`src/rtl/inta_eoi_master.sv`:
```
// CPU-side 8259A interrupt acknowledge / EOI sequencer (8086 two-pulse INTA, OCW2 write-back).
// Define SPECIFIC_EOI_EN to issue a specific EOI for the vector's low level bits instead of EOI_CMD.
module inta_eoi_master #(
    parameter int          PULSE_CYCLES = 2,
    parameter int          GAP_CYCLES   = 2,
    parameter logic [7:0]  EOI_CMD      = 8'h20
) (
    input  logic       clk,
    input  logic       rst_n,
    input  logic       int_req,
    input  logic       int_en,
    input  logic [7:0] data_in,
    input  logic       eoi_req,
    output logic       inta_n,
    output logic       cs_n,
    output logic       wr_n,
    output logic       a0,
    output logic [7:0] data_out,
    output logic       data_oe,
    output logic [7:0] vector,
    output logic       vector_valid,
    output logic       busy,
    output logic [2:0] state_dbg
);

    localparam int MAX_CYCLES = (PULSE_CYCLES > GAP_CYCLES) ? PULSE_CYCLES : GAP_CYCLES;
    localparam int CW         = $clog2(MAX_CYCLES + 1);
    localparam logic [CW-1:0] PULSE_LAST = CW'(PULSE_CYCLES - 1);
    localparam logic [CW-1:0] GAP_LAST   = CW'(GAP_CYCLES - 1);

    typedef enum logic [2:0] {
        IDLE    = 3'd0,
        INTA1   = 3'd1,
        GAP     = 3'd2,
        INTA2   = 3'd3,
        HANDLER = 3'd4,
        EOI_WR  = 3'd5,
        RECOVER = 3'd6
    } state_t;

    state_t        state, state_next;
    logic [CW-1:0] cnt, cnt_next;
    logic          capture;
    logic [7:0]    eoi_byte;

    logic       inta_n_d, cs_n_d, wr_n_d, data_oe_d, busy_d;
    logic [7:0] data_out_d;

`ifdef SPECIFIC_EOI_EN
    assign eoi_byte = 8'h60 | {5'b0, vector[2:0]};
`else
    assign eoi_byte = EOI_CMD;
`endif

    assign a0        = 1'b0;
    assign state_dbg = state;

    always_comb begin
        state_next = state;
        cnt_next   = cnt + CW'(1);
        capture    = 1'b0;
        case (state)
            IDLE: begin
                cnt_next = '0;
                if (int_req && int_en) state_next = INTA1;
            end
            INTA1: if (cnt == PULSE_LAST) begin
                state_next = GAP;
                cnt_next   = '0;
            end
            GAP: if (cnt == GAP_LAST) begin
                state_next = INTA2;
                cnt_next   = '0;
            end
            INTA2: if (cnt == PULSE_LAST) begin
                state_next = HANDLER;
                cnt_next   = '0;
                capture    = 1'b1;
            end
            HANDLER: begin
                cnt_next = '0;
                if (eoi_req) state_next = EOI_WR;
            end
            EOI_WR: if (cnt == PULSE_LAST) begin
                state_next = RECOVER;
                cnt_next   = '0;
            end
            RECOVER: begin
                cnt_next   = '0;
                state_next = IDLE;
            end
            default: begin
                cnt_next   = '0;
                state_next = IDLE;
            end
        endcase

        // Outputs are decoded from the next state so the registered pins change on the same edge.
        inta_n_d   = !(state_next == INTA1 || state_next == INTA2);
        cs_n_d     = (state_next != EOI_WR);
        wr_n_d     = (state_next != EOI_WR);
        data_oe_d  = (state_next == EOI_WR || state_next == RECOVER);
        data_out_d = data_oe_d ? eoi_byte : 8'h00;
        busy_d     = (state_next != IDLE);
    end

    always_ff @(posedge clk or negedge rst_n) begin
        if (!rst_n) begin
            state        <= IDLE;
            cnt          <= '0;
            inta_n       <= 1'b1;
            cs_n         <= 1'b1;
            wr_n         <= 1'b1;
            data_out     <= 8'h00;
            data_oe      <= 1'b0;
            vector       <= 8'h00;
            vector_valid <= 1'b0;
            busy         <= 1'b0;
        end else begin
            state        <= state_next;
            cnt          <= cnt_next;
            inta_n       <= inta_n_d;
            cs_n         <= cs_n_d;
            wr_n         <= wr_n_d;
            data_out     <= data_out_d;
            data_oe      <= data_oe_d;
            vector_valid <= capture;
            if (capture) vector <= data_in;
            busy         <= busy_d;
        end
    end

endmodule

```
`config.mk`:
```
export PLATFORM = sky130hd
export DESIGN_NAME = inta_eoi_master
export DESIGN_NICKNAME = d
export VERILOG_FILES = /design/src/rtl/inta_eoi_master.sv
export SDC_FILE = /design/constraint.sdc
export NUM_CORES = 1
export LEC_CHECK = 0
export CAP_MARGIN = 15
export CORE_MARGIN = 2
export CORE_UTILIZATION = 41
export CTS_CLUSTER_DIAMETER = 100
export DETAILED_ROUTE_END_ITERATION = 8
export PLACE_DENSITY_LB_ADDON = 0.08
export SETUP_SLACK_MARGIN = 0.05
export SLEW_MARGIN = 10
export SYNTH_ARGS = -nofsm -noshare
export SYNTH_HDL_FRONTEND = slang
export SYNTH_SLANG_ARGS = --single-unit
```
`constraint.sdc`:
```
create_clock -name clk -period 1.9 [get_ports clk]
set_input_delay 0.285 -clock clk [delete_from_list [all_inputs] [get_ports clk]]
set_output_delay 0.285 -clock clk [all_outputs]
set_load 0.1 [all_outputs]
```
==> CHANGELOG.md <==
### Metrics

* Synth Seq Share at 0.576
* CTS hold repair buffers at 0
* Number of max-cap violations at 0
* DP Cell Count at 112
* RSZ-0062 raised after global routing: no
* Layout cell share with drive strength beyond 1 at 0.374
* Die Height at 47.8 um
* R2R setup slack at 0.50 ns
* Setup bufs post-CTS at 0
* DR vias/cell at 4.43
* Crit Reg-Reg Endpoint: vector[3]
* Mean Syn Cell Area at 13.1 um^2
* CP endpoint kind: flip-flop
* Worst R2R Start: state_dbg[2]
* Cell count listed in synth_stat.txt at 60
* PortBufs at 30
* Die area at 0.00229 mm^2
* Non-filler cells in the finished layout at 116
* H-tree Lvls at 1
* Outcome: finished clean
* Critical Path AT at 1.57 ns
* Routed Wire Length at 1.25 mm
[stage by stage]
stage	setup WS (ns)	instance area (um^2)	util
after floorplan	0.0743	816	-
after global placement	0.519	1080	0.612
after detailed placement	0.511	1080	0.612
after CTS	0.498	1110	0.627
after global routing	0.413	1110	0.627
final	0.500	1110	0.627
[cell usage in the layout, fill, tap and decap left out]
cell,n
o21ai_0,2
mux2_1,3
nor2_1,3
a22oi_1,2
buf_4,15
dfrtp_2,2
o211a_1,1
mux2_2,5
conb_1,8
nand2b_1,3
nand2b_2,1
buf_12,4
o211ai_1,1
a21oi_1,3
dfrtp_1,14
clkdlybuf4s50_1,12
nand2_1,1
nor2_8,1
inv_1,1
clkbuf_4,3
dfstp_2,2
clkbuf_1,1
nand3b_4,1
and2_1,1
mux2i_1,1
[synth_stat cells]
master,n
and2_1,1
conb_1,1
buf_2,1
nand2_1,1
dfstp_2,2
nand2b_2,1
nand3b_4,1
a22oi_1,2
dfrtp_1,16
mux2_2,5
a21oi_1,3
inv_1,1
buf_4,10
mux2_1,3
nor2_8,1
o21ai_0,2
nand2b_1,3
nor2_1,3
mux2i_1,1
o211ai_1,1
o211a_1,1
[logic make-up after synthesis]
| group | share of synthesized area |
|---|---|
| mux | 0.127 |
| flops | 0.576 |
| buf+inv | 0.107 |
| compound gates | 0.0731 |
| simple gates | 0.113 |
| other cells | 0.00476 |
[per-layer routing]
layer	global-route usage	up-vias	part of all wire
met3	0.0604	2	0.075
li1	-	245	-
met1	0.162	244	0.45
met2	0.195	23	0.46
met5	0	-	0
met4	0.0649	0	0.014
[how the worst max path moves through the flow]
stage           endpoint          from  slack (ns)
6_report       vector[3]  state_dbg[2]        0.50
5_1_grt        vector[4]  state_dbg[2]        0.41
4_1_cts        vector[3]  state_dbg[2]        0.50
3_5_place_dp   vector[5]  state_dbg[2]        0.51
3_3_place_gp   vector[5]  state_dbg[2]        0.52
2_1_floorplan  vector[2]  state_dbg[2]        0.07
[critical path, stage by stage (launching register included)]
cell	delay, ns
dfrtp_1	0.45
nand2b_2	0.28
nor2_8	0.21
mux2_2	0.35
[sequential cells by signal (all words and copies together), names as in the netlist]
signal        cells
state_dbg         3
vector_valid      1
data_out          1
busy              1
inta_n            1
wr_n              1
vector            8
cnt               2
[area by class of cell]
class | instances | area, um^2
Fill cell | 147 | 658
Tap cell | 25 | 31.3
Inverter | 1 | 3.75
Multi-Input combinational cell | 37 | 277
Sequential cell | 18 | 455
Clock buffer | 4 | 26.3
Timing Repair Buffer | 31 | 313
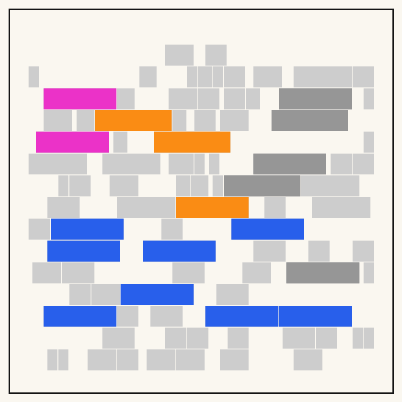
Figure 1: where the registers sit.
Drawn at 8 px/um.
legend:
  state_dbg:
    color: orange
    sequential_cells: 3
  vector:
    color: blue
    sequential_cells: 8
  cnt:
    color: magenta
    sequential_cells: 2
not colored: 5

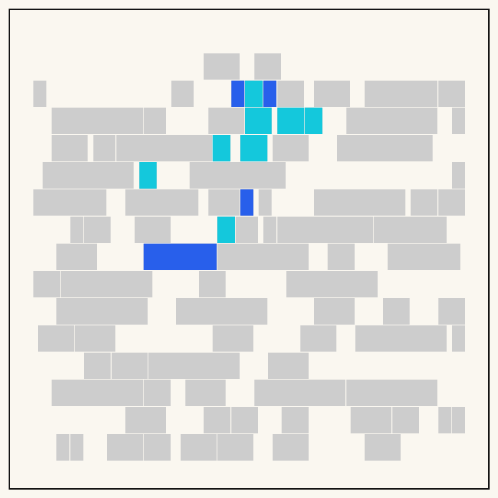
Figure 2: gate-type map.
Drawn at 10 px/um.
legend:
  aoi and oai cells:
    color: cyan
    cells: 8
    where: top center
  nor cells:
    color: blue
    cells: 4

